File: config.mk
export PLATFORM = sky130hd
export DESIGN_NAME = ad7276_rd
export DESIGN_NICKNAME = d
export VERILOG_FILES = /design/src/rtl/ad_pkg.sv /design/src/rtl/ad_sclk_gen.sv /design/src/rtl/ad7276_rd.sv
export SDC_FILE = /design/constraint.sdc
export NUM_CORES = 1
export LEC_CHECK = 0
export ABC_AREA = 1
export CAP_MARGIN = 15
export CORE_UTILIZATION = 56
export DETAILED_ROUTE_END_ITERATION = 10
export PLACE_DENSITY = 0.78
export SYNTH_ARGS = -nofsm -noshare
export SYNTH_HDL_FRONTEND = slang
export SYNTH_SLANG_ARGS = --single-unit
File: constraint.sdc
create_clock -name mclk0 -period 1.67 [get_ports mclk0]
set_clock_uncertainty 0.05 [all_clocks]
set_input_delay 0.334 -clock mclk0 [delete_from_list [all_inputs] [get_ports mclk0]]
set_output_delay 0.334 -clock mclk0 [all_outputs]
set_load 0.01 [all_outputs]
File: src/rtl/ad_pkg.sv
// Shared definitions for the AD7276 serial read controller:
// FSM encodings, frame geometry and the frame-to-sample unpack helper.
package ad_pkg;

    localparam int AD_FRAME_BITS = 16;
    localparam int AD_DATA_BITS  = 12;
    localparam int AD_LEAD_ZEROS = 2;

    localparam logic [2:0] ST_IDLE  = 3'd0;
    localparam logic [2:0] ST_SETUP = 3'd1;
    localparam logic [2:0] ST_SHIFT = 3'd2;
    localparam logic [2:0] ST_DONE  = 3'd3;
    localparam logic [2:0] ST_QUIET = 3'd4;

    typedef struct packed {
        logic                    err;
        logic [AD_DATA_BITS-1:0] data;
    } ad_smp_t;

    function automatic ad_smp_t ad_unpack(
        input logic [AD_FRAME_BITS-1:0] frm
    );
        ad_smp_t s;
        s.err  = |frm[AD_FRAME_BITS-1 -: AD_LEAD_ZEROS];
        s.data = frm[AD_FRAME_BITS-AD_LEAD_ZEROS-1 -: AD_DATA_BITS];
        return s;
    endfunction

endpackage

File: src/rtl/ad_sclk_gen.sv
// Serial clock generator: half-period divider plus bit counter,
// producing sclk, a capture strobe and an end-of-frame strobe.
module ad_sclk_gen
    import ad_pkg::*;
#(
    parameter int CLK_DIV = 2
) (
    input  logic clk_i,
    input  logic rst_n_i,
    input  logic setup_i,
    input  logic shift_i,
    output logic sclk_o,
    output logic half_o,
    output logic cap_o,
    output logic done_o
);

    localparam int BW = $clog2(AD_FRAME_BITS);
    localparam logic [7:0]    DIV_LAST = 8'(CLK_DIV - 1);
    localparam logic [BW-1:0] BIT_LAST = BW'(AD_FRAME_BITS - 1);

    logic [7:0]    div_q, div_d;
    logic [BW-1:0] bit_q, bit_d;
    logic          sclk_q, sclk_d;
    logic          active;
    logic          last;

    assign active = setup_i | shift_i;
    assign last   = (bit_q == BIT_LAST);
    assign half_o = active && (div_q == DIV_LAST);
    assign cap_o  = shift_i && half_o && sclk_q;
    assign done_o = cap_o && last;
    assign sclk_o = sclk_q;

    always_comb begin
        div_d = '0;
        if (active && !half_o) div_d = div_q + 8'd1;

        bit_d = bit_q;
        if (!shift_i) bit_d = '0;
        else if (cap_o) bit_d = bit_q + 1'b1;

        // sclk stays high after the last rising edge so the frame ends idle-high
        sclk_d = sclk_q;
        if (!active) sclk_d = 1'b1;
        else if (half_o) begin
            if (setup_i) sclk_d = 1'b0;
            else sclk_d = !sclk_q || last;
        end
    end

    always_ff @(posedge clk_i or negedge rst_n_i) begin
        if (!rst_n_i) begin
            div_q  <= '0;
            bit_q  <= '0;
            sclk_q <= 1'b1;
        end else begin
            div_q  <= div_d;
            bit_q  <= bit_d;
            sclk_q <= sclk_d;
        end
    end

endmodule

File: src/rtl/ad7276_rd.sv
// AD7276 serial read controller: trigger handling, frame FSM,
// sample extraction and output registers for one ADC channel.
module ad7276_rd
    import ad_pkg::*;
#(
    parameter int CLK_DIV   = 2,
    parameter int QUIET_CYC = 4,
    parameter int SMP_DIV   = 100
) (
    input  logic                    mclk0,
    input  logic                    hrst_n,
    input  logic                    cfg_en,
    input  logic                    cfg_auto,
    input  logic                    trig,
    output logic                    ad_cs_n,
    output logic                    ad_sclk,
    input  logic                    ad_sdata,
    output logic [AD_DATA_BITS-1:0] dat,
    output logic                    dat_vld,
    output logic                    dat_err,
    output logic                    trig_miss,
    output logic                    busy,
    output logic [15:0]             smp_cnt
);

    localparam logic [7:0]  Q_LAST = 8'(QUIET_CYC - 1);
    localparam logic [15:0] T_LAST = 16'(SMP_DIV - 1);

    logic [2:0]               state_q, state_d;
    logic [7:0]               qcnt_q, qcnt_d;
    logic [15:0]              tick_q, tick_d;
    logic                     sdata_q;
    logic [AD_FRAME_BITS-2:0] shift_q, shift_d;
    logic [AD_DATA_BITS-1:0]  dat_q, dat_d;
    logic                     err_q, err_d;
    logic                     vld_q;
    logic [15:0]              smp_cnt_q, smp_cnt_d;
    logic                     cs_n_q, cs_n_d;
    logic                     busy_d1_q;

    logic                     sclk, half, cap, fdone;
    logic                     tick, req, acc;
    logic [AD_FRAME_BITS-1:0] frame;
    ad_smp_t                  smp;

    ad_sclk_gen #(
        .CLK_DIV(CLK_DIV)
    ) u_sclk (
        .clk_i  (mclk0),
        .rst_n_i(hrst_n),
        .setup_i(state_q == ST_SETUP),
        .shift_i(state_q == ST_SHIFT),
        .sclk_o (sclk),
        .half_o (half),
        .cap_o  (cap),
        .done_o (fdone)
    );

    // a trigger in the cycle busy falls still counts as a miss
    assign tick      = cfg_en && (tick_q == T_LAST);
    assign req       = cfg_en && (cfg_auto ? tick : trig);
    assign busy      = (state_q != ST_IDLE);
    assign acc       = req && !busy && !busy_d1_q;
    assign trig_miss = req && !acc;

    assign frame = {shift_q, sdata_q};
    assign smp   = ad_unpack(frame);

    always_comb begin
        state_d = state_q;
        qcnt_d  = '0;
        unique case (state_q)
            ST_IDLE:  if (acc) state_d = ST_SETUP;
            ST_SETUP: if (half) state_d = ST_SHIFT;
            ST_SHIFT: if (fdone) state_d = ST_DONE;
            ST_DONE:  state_d = ST_QUIET;
            ST_QUIET: begin
                qcnt_d = qcnt_q + 8'd1;
                if (qcnt_q == Q_LAST) state_d = ST_IDLE;
            end
            default:  state_d = ST_IDLE;
        endcase
    end

    always_comb begin
        tick_d = '0;
        if (cfg_en && !tick) tick_d = tick_q + 16'd1;
        shift_d   = cap ? frame[AD_FRAME_BITS-2:0] : shift_q;
        dat_d     = fdone ? smp.data : dat_q;
        err_d     = fdone ? smp.err : err_q;
        smp_cnt_d = fdone ? smp_cnt_q + 16'd1 : smp_cnt_q;
        cs_n_d    = !(state_d == ST_SETUP || state_d == ST_SHIFT);
    end

    always_ff @(posedge mclk0 or negedge hrst_n) begin
        if (!hrst_n) begin
            state_q   <= ST_IDLE;
            qcnt_q    <= '0;
            tick_q    <= '0;
            sdata_q   <= 1'b0;
            shift_q   <= '0;
            dat_q     <= '0;
            err_q     <= 1'b0;
            vld_q     <= 1'b0;
            smp_cnt_q <= '0;
            cs_n_q    <= 1'b1;
            busy_d1_q <= 1'b0;
        end else begin
            state_q   <= state_d;
            qcnt_q    <= qcnt_d;
            tick_q    <= tick_d;
            sdata_q   <= ad_sdata;
            shift_q   <= shift_d;
            dat_q     <= dat_d;
            err_q     <= err_d;
            vld_q     <= fdone;
            smp_cnt_q <= smp_cnt_d;
            cs_n_q    <= cs_n_d;
            busy_d1_q <= busy;
        end
    end

    assign ad_cs_n = cs_n_q;
    assign ad_sclk = sclk;
    assign dat     = dat_q;
    assign dat_err = err_q;
    assign dat_vld = vld_q;
    assign smp_cnt = smp_cnt_q;

endmodule
Fig. 1: run 1, supply network
Drawn at 4 px/µm. Pins as bars on the die edge.
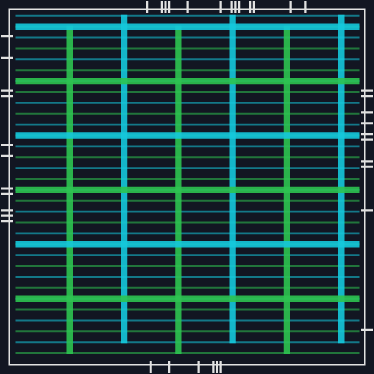
legend:
  green:
    net: VSS
  cyan:
    net: VDD
met1 rails: 32
met4 straps: 6
die height: 88.5 µm
Max VDD drop: 0.703 mV
core footprint: 0.00725 mm²
Die X-Extent: 88.5 µm

Fig. 2: run 1, placement by cell class
Drawn at 3 px/µm. Fill, decap, tap and diode cells in grey.
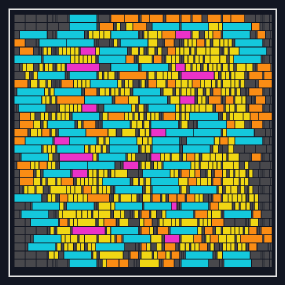
legend:
  orange:
    class: other buffers and delay cells
    cells: 105
  yellow:
    class: all other logic
    cells: 417
  magenta:
    class: clock drivers and dummy loads
    cells: 16
  cyan:
    class: flops
    cells: 88
flop share of the area: 0.387
Finished Cell Area: 0.00571 mm²
row count: 31

Fig. 3: run 1, clock distribution
Drawn at 6 px/µm.
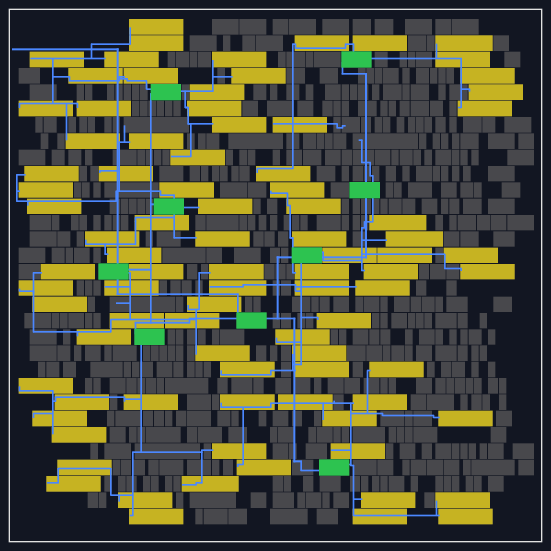
legend:
  yellow:
    item: flip-flops
    count: 88
  green:
    item: cells driving clock nets
    count: 9
  blue:
    item: clock wires
    length: 983 µm
flops lie: widely spread
Insertion Delay late pin: 0.36 ns
Clk. pwr: 1.92 mW
clock share of power: 0.456

-- run 1: final cells by class --
class / instances / area, µm²
Multi-Input combinational cell: 363 / 1850
Tap cell: 99 / 124
Clock inverter: 7 / 143
Sequential cell: 88 / 2210
Fill cell: 483 / 1550
Clock buffer: 9 / 124
Inverter: 54 / 213
Timing Repair Buffer: 105 / 1040
-- run 1: path summary, 6_finish.rpt --
kind	from	to	slack, ns	depth (start not counted)
max	tick_q[1]	trig_miss	-0.35	10
min	ad_sdata	sdata_q	0.35	1
max reg2reg	u_sclk.div_q[1]	smp_cnt[13]	-0.12	10
min reg2reg	sdata_q	shift_q[0]	0.40	2
max in group asynchronous	hrst_n	smp_cnt[11]	0.71	3
min in group asynchronous	hrst_n	tick_q[14]	0.49	3
-- run 1: synth_stat cells, drive strengths merged --
master,instances,area share
nand2,177,0.16
dfrtp,86,0.51
nor2,72,0.070
inv,53,0.047
nand3,28,0.038
o21ai,27,0.034
a21oi,15,0.018
nor3,10,0.016
buf,9,0.018
xor2,9,0.019
ha,6,0.018
nand4,5,0.0090
nor3b,5,0.0090
dfstp,2,0.013
o21bai,2,0.0036
a211oi,1,0.0018
clkinv,1,0.00090
nand3b,1,0.0018
nor4,1,0.0015
o21a,1,0.0018
o31ai,1,0.0018
or2,1,0.0015
xnor2,1,0.0021
-- run 1: stage by stage --
step                instances  TNS [ns]  utilization  cell area, µm²
finish                    725     -2.64        0.787            5710
global route              725     -5.86        0.787            5710
CTS                       714    -0.330        0.737            5340
detailed placement        679    -0.803        0.679            4920
global placement          679    -0.324        0.679            4920
floorplan                 514         0            -            4190
-- run 1: cells by family after synthesis --
family / Yosys count
adders and majority gates: 6
and+or+nand+nor: 300
DFF: 88
xor gates and xnor gates: 10
AOI/OAI and AO/OA: 47
buffers and inverters: 63
-- run 1: routing by layer --
layer | part of all wire | global-route usage | up-vias
met5 | 0 | 0 | -
met4 | 0.025 | 0.0997 | 0
met3 | 0.034 | 0.0345 | 21
met2 | 0.51 | 0.425 | 106
met1 | 0.43 | 0.299 | 1798
li1 | - | - | 1824
-- run 1: registers in the layout (all words and copies together) (netlist names) --
name	count
smp_cnt	16
tick_q	16
shift_q	15
dat	12
qcnt_q	8
u_sclk.div_q	8
u_sclk.bit_q	4
state_q	3
ad_cs_n	1
busy_d1_q	1
dat_err	1
dat_vld	1
sdata_q	1
u_sclk.sclk_o	1
-- run 1: power by group --
group | internal (mW) | switching [mW] | total (mW)
clock | 1.15 | 0.767 | 1.92
combinational | 0.0507 | 0.0739 | 0.125
sequential | 2.15 | 0.0160 | 2.17
-- run 1: timing repair --
action,4_1_cts,5_1_grt
gates cloned,0,4
gates resized,24,90
pin swaps,0,17
buffers inserted,18,7
setup endpoints to repair,47,72
endpoints found under the hold margin,86,0
hold buffers,1,0
==> flow_summary.ini, run 1 <==
; yosys + openroad results
[outcome]
status = complete, but fails checks
violations = setup timing

[detailed_routing]
dr.pass1.iters = 4
via_per_inst = 5.17
wl_per_cell_um = 13.2
drc_errors = 0
drt_iter0_drc = 188
via_count = 3749
ant_nets = 0
totalWireLength_um = 9580

[worst_setup_path]
slowest_delay_ns = 0.37
required_ns = 1.29
crit_path_start_kind = flop
crit_top_cell = nand2_1
worstSetupPathType = reg -> out
critPathBufInv = 2
cp_top_family = simple AND/OR/NAND/NOR gates
critPathMaxFanout = 2
critical-path-slowest-cell = dfrtp_1
end_kind = primary output
cp.arrival_ns = 1.63
crit_chain = ha_2, inv_2, nor2_2, nand2_1, nor2_1, nand2_1, nand2_1, nand2_1, nor2_1, buf_2

[final_timing]
setup_violations = 37
slew_headroom = 0.698
fin_crit_ns = 2.02
fmax_mhz = 496
finalHoldViolCount = 0
finalClockPeriodUsage = 1.21
drv_slew = 0
grt_setup_unrepaired = yes
worstMarginPinSlew_ns = 0.452
fin_ws_ns = -0.346
whs_ns = 0.350

[grt]
gr-usage-all-layers = 0.241
grt-ovfl-total = 0
grt_pass1_wl_um = 14400
antenna_found_initial = 0
grt_max_degree = 89
grt_pass1_vias = 3339

[yosys]
ys_top_logic_family = simple AND/OR/NAND/NOR gates
fa_ha_area_frac = 0.0179
synth.area.mux_share = 0
synth_flops = 88
ys_seq_share = 0.526
yosys_warnings = 0
netlist_area_mm2 = 0.00419
synth.distinct_cells = 35
syn_avg_cell_area_um2 = 8.15
simple_gate_area_frac = 0.308
ys_cells = 514
syn_inst = 514
xor_area_frac = 0.0209
ys_area_mm2 = 0.00419
synthAoiAreaFrac = 0.0609
syn-num-nets = 526

[placed_design]
place_ws_ns = -0.376
dp_hpwl_um = 5970
globalplace.congestion = 0.847
io_buffer_count = 39

[job]
log.warning_count = 29
maxCapViolCount = 0

[floorplanning]
dieArea_mm2 = 0.00783
fp_util = 0.578
io_pins = 40

[power]
p_total_mw = 4.21
power_density_mw_per_mm2 = 737
leakage_nw = 3.26

[clock_network]
cts_htree_levels = 3
numCtsBuffers = 9
cts_sinks = 88
clkTransAtPathRegs_ns = 0.09
cts-root-buf = clkbuf_8
cts.path.max_buffers = 2
cts_tree = yes

[final_layout]
nets = 633
layout_top_cell = nand2_1
antenna_cells = 0
most-common-layout-cells = nand2_1 (149), dfrtp_1 (83), nor2_1 (65)
area_growth_pct = 36.2
drive_gt1_frac = 0.243

[hold_path]
hold_path.class = in -> reg
Fig. 4: run 1, wiring by layer
Drawn at 4 px/µm. Two of the layers only.
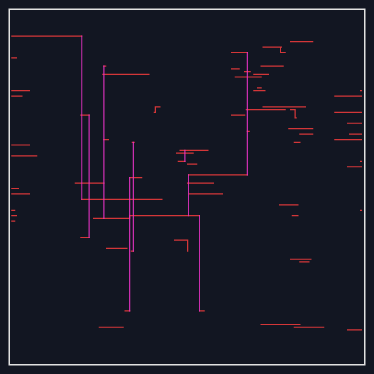

==> run 2: changes to the inputs <==
Settings changed: PLACE_DENSITY 0.78 to 0.87, SKIP_LAST_GASP from default to 1.
Fig. 5: run 2, wiring by layer
Drawn at 4 px/µm. Two of the layers only.
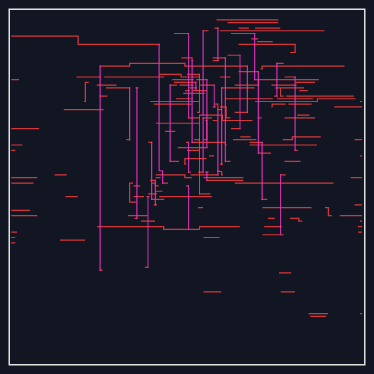
legend:
  red:
    layer: met3
    wire_length: 867 µm
  magenta:
    layer: met4
    wire_length: 528 µm

==> run 2 against run 1 <==
- the flow still finishes with violations (setup timing)
- die size stayed put
- wire length grew 33%
- sequential share of layout area down 0.72 points
- final cell count rose by 1.9%
- count of clock-buffer cells in the layout is 1 higher
- hold slack worse by 0.058 ns
- first-iteration DRC count grew 68%
==> flow_summary.ini, run 2 <==
; yosys + openroad results
[floorplanning]
core_mm2 = 0.00725
placementRows = 31
die_y_um = 88.5
die_x_um = 88.5
fp_util = 0.578
io_pins = 40
dieArea_mm2 = 0.00783

[placed_design]
globalplace.congestion = 0.865
placed_area_mm2 = 0.00495
dp_hpwl_um = 6370
io_buffer_count = 39

[yosys]
async_reset_ff_frac = 1.00
synth-edff-count = 0
synth.cells.most_frequent = nand2_1 (174), dfrtp_1 (86), nor2_1 (68)
synth_area_leader_cell = dfrtp_1
ys_seq_share = 0.526
netlist_area_mm2 = 0.00419
yosys_warnings = 0
yosys.cell_count.top_type = nand2_1
synth.distinct_cells = 35
ys_area_mm2 = 0.00419
synth_flops = 88
synth-main-ff-cell = dfrtp_1
synth.area.top_cells = dfrtp_1 (51%), nand2_1 (16%), nor2_1 (6.1%)
ys_cells = 514
syn_avg_cell_area_um2 = 8.15
netlist.area_leader.share = 0.514
syn_inst = 514
syn-num-nets = 526

[final_layout]
drive_gt1_frac = 0.275
area_growth_pct = 38.8
fillers = 401
layout_top_cell = nand2_1
antenna_cells = 0
nets = 647
final_area_mm2 = 0.00582
most-common-layout-cells = nand2_1 (137), dfrtp_1 (83), nor2_1 (63)

[clock_network]
numCtsBuffers = 9
cts_htree_levels = 3
clkTransAtPathRegs_ns = 0.11
cts_tree = yes
insertion_delay_ns = 0.38
cts_sinks = 88
cts-root-buf = clkbuf_8
cts.path.max_buffers = 2

[power]
power_density_mw_per_mm2 = 657
netSwitchingFraction = 0.240
p_int_mw = 2.90
power_switching_mw = 0.918
sequentialPowerShare = 0.567
combPwrFrac = 0.034
clkPwrFrac = 0.399
leakage_nw = 3.18
p_total_mw = 3.82

[outcome]
status = complete, but fails checks
violations = setup timing

[grt]
grt_pass1_wl_um = 15300
grt_max_degree = 52
gr-usage-all-layers = 0.254
grt-ovfl-total = 0
antenna_found_initial = 0
grt_pass1_vias = 3631

[detailed_routing]
drc_errors = 0
wl_per_cell_um = 17.3
via_per_inst = 5.62
ant_nets = 0
totalWireLength_um = 12800
via_count = 4156
drt_iter0_drc = 316
dr.pass1.iters = 5

[worst_setup_path]
crit_chain = ha_2, inv_1, nor2_1, nand2_1, nor2_1, nand2_1, nand2_1, nand2_1, nor2_1, buf_2
critical-path-slowest-cell = dfrtp_1
required_ns = 1.29
cp.arrival_ns = 1.57
worstSetupPathType = reg -> out
end_kind = primary output
crit_top_cell = nand2_1
crit_path_start_kind = flop
slowest_delay_ns = 0.37
critPathMaxFanout = 2

[final_timing]
setup_violations = 57
grt_setup_unrepaired = yes
fin_ws_ns = -0.288
drv_slew = 0
fin_crit_ns = 1.96
worstMarginPinSlew_ns = 0.484
finalHoldViolCount = 0
slew_headroom = 0.677
finalClockPeriodUsage = 1.17
fmax_mhz = 511

[job]
log.warning_count = 30
maxCapViolCount = 0

[hold_path]
hold_path.class = in -> async
Fig. 6: run 2, supply network
Drawn at 4 px/µm. Pins as bars on the die edge.
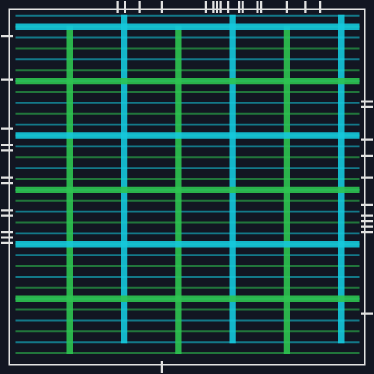
legend:
  green:
    net: VSS
  cyan:
    net: VDD
met4 straps: 6
signal pins: 40
Max VDD drop: 0.553 mV

run 2: netlist changes by cell type in the layout (fill, tap and decap cells not counted), moves of 5 or more:
cell / previous run / this run
dlymetal6s2s_1: 23 / 16
nand2_2: 26 / 32
buf_4: 49 / 57
nand2_4: 2 / 8
clkdlybuf4s50_1: 7 / 12
nand2_1: 149 / 137
buf_6: 10 / 16
run 2: cells by family after synthesis:
family,Yosys count,share of synthesized area
flops,88,0.526
compound gates,47,0.0609
xor+xnor,10,0.0209
buf+inv,63,0.0660
fa+ha+maj,6,0.0179
simple gates,300,0.308
run 2: layout make-up:
cell class / count / area (µm²) / area share
clock inverters: 6 / 67.6 / 0.0116
flip-flops and latches: 88 / 2210 / 0.380
repair buffers: 119 / 1150 / 0.198
well taps: 99 / 124 / 0.0213
inverters: 54 / 218 / 0.0374
multi-input cells: 363 / 1920 / 0.330
clock buffers: 10 / 128 / 0.0219
run 2: timing repair:
| action | 4_1_cts | 5_1_grt |
|---|---|---|
| setup endpoints to repair | 31 | 67 |
| hold buffers | 1 | 0 |
| buffers inserted | 17 | 17 |
| pin swaps | 0 | 19 |
| hold endpoints to repair | 15 | 0 |
| resized | 22 | 113 |
| cloned | 0 | 4 |
run 2: critical path: cells and delay by family, from the launching register on:
| kind | cells | cell delay [ns] |
|---|---|---|
| and+or+nand+nor | 7 | 0.49 |
| buffers and inverters | 2 | 0.17 |
| DFF | 1 | 0.37 |
| adders and majority gates | 1 | 0.18 |
run 2: power by group through the flow:
| stage | sequential (mW) | clock [mW] | combinational (mW) |
|---|---|---|---|
| after CTS | 2.16 | 1.50 | 0.123 |
| after global placement | 2.21 | 0 | 0.114 |
| after floorplan | 2.20 | 0 | 0.0346 |
| after global routing | 2.17 | 1.60 | 0.148 |
| final | 2.17 | 1.53 | 0.130 |
| after detailed placement | 2.21 | 0 | 0.119 |
run 2: per-stage QoR:
stage / utilization / hold WS [ns] / TNS [ns] / std cells / worst slack [ns]
after CTS: 0.727 / 0.315 / -0.269 / 718 / -0.265
final: 0.802 / 0.292 / -5.52 / 739 / -0.288
after detailed placement: 0.682 / 0.163 / -0.355 / 684 / -0.347
after global placement: 0.682 / 0.164 / -0.320 / 684 / -0.320
after global routing: 0.802 / 0.338 / -7.32 / 739 / -0.482
after floorplan: - / -0.0116 / 0 / 514 / 0.164
run 2: path summary, 6_finish.rpt:
kind | slack, ns | end | start | cells after the start
setup reg to reg | -0.23 | shift_q[14] | u_sclk.div_q[3] | 8
max in group asynchronous | 0.64 | u_sclk.sclk_o | hrst_n | 3
setup / recovery | -0.29 | trig_miss | tick_q[0] | 10
hold reg to reg | 0.42 | qcnt_q[7] | qcnt_q[7] | 1
hold / removal | 0.29 | smp_cnt[10] | hrst_n | 2
min in group mclk0 | 0.34 | sdata_q | ad_sdata | 1
run 2: per-layer routing:
layer  vias to the layer above  wire length [µm]  global-route usage
met1                      1977              4750               0.305
met4                         0               527               0.125
met5                         -                 0                   0
met2                       255              6620               0.447
li1                       1854                 -                   -
met3                        70               866              0.0410
Power and IR drop assume default switching activity.
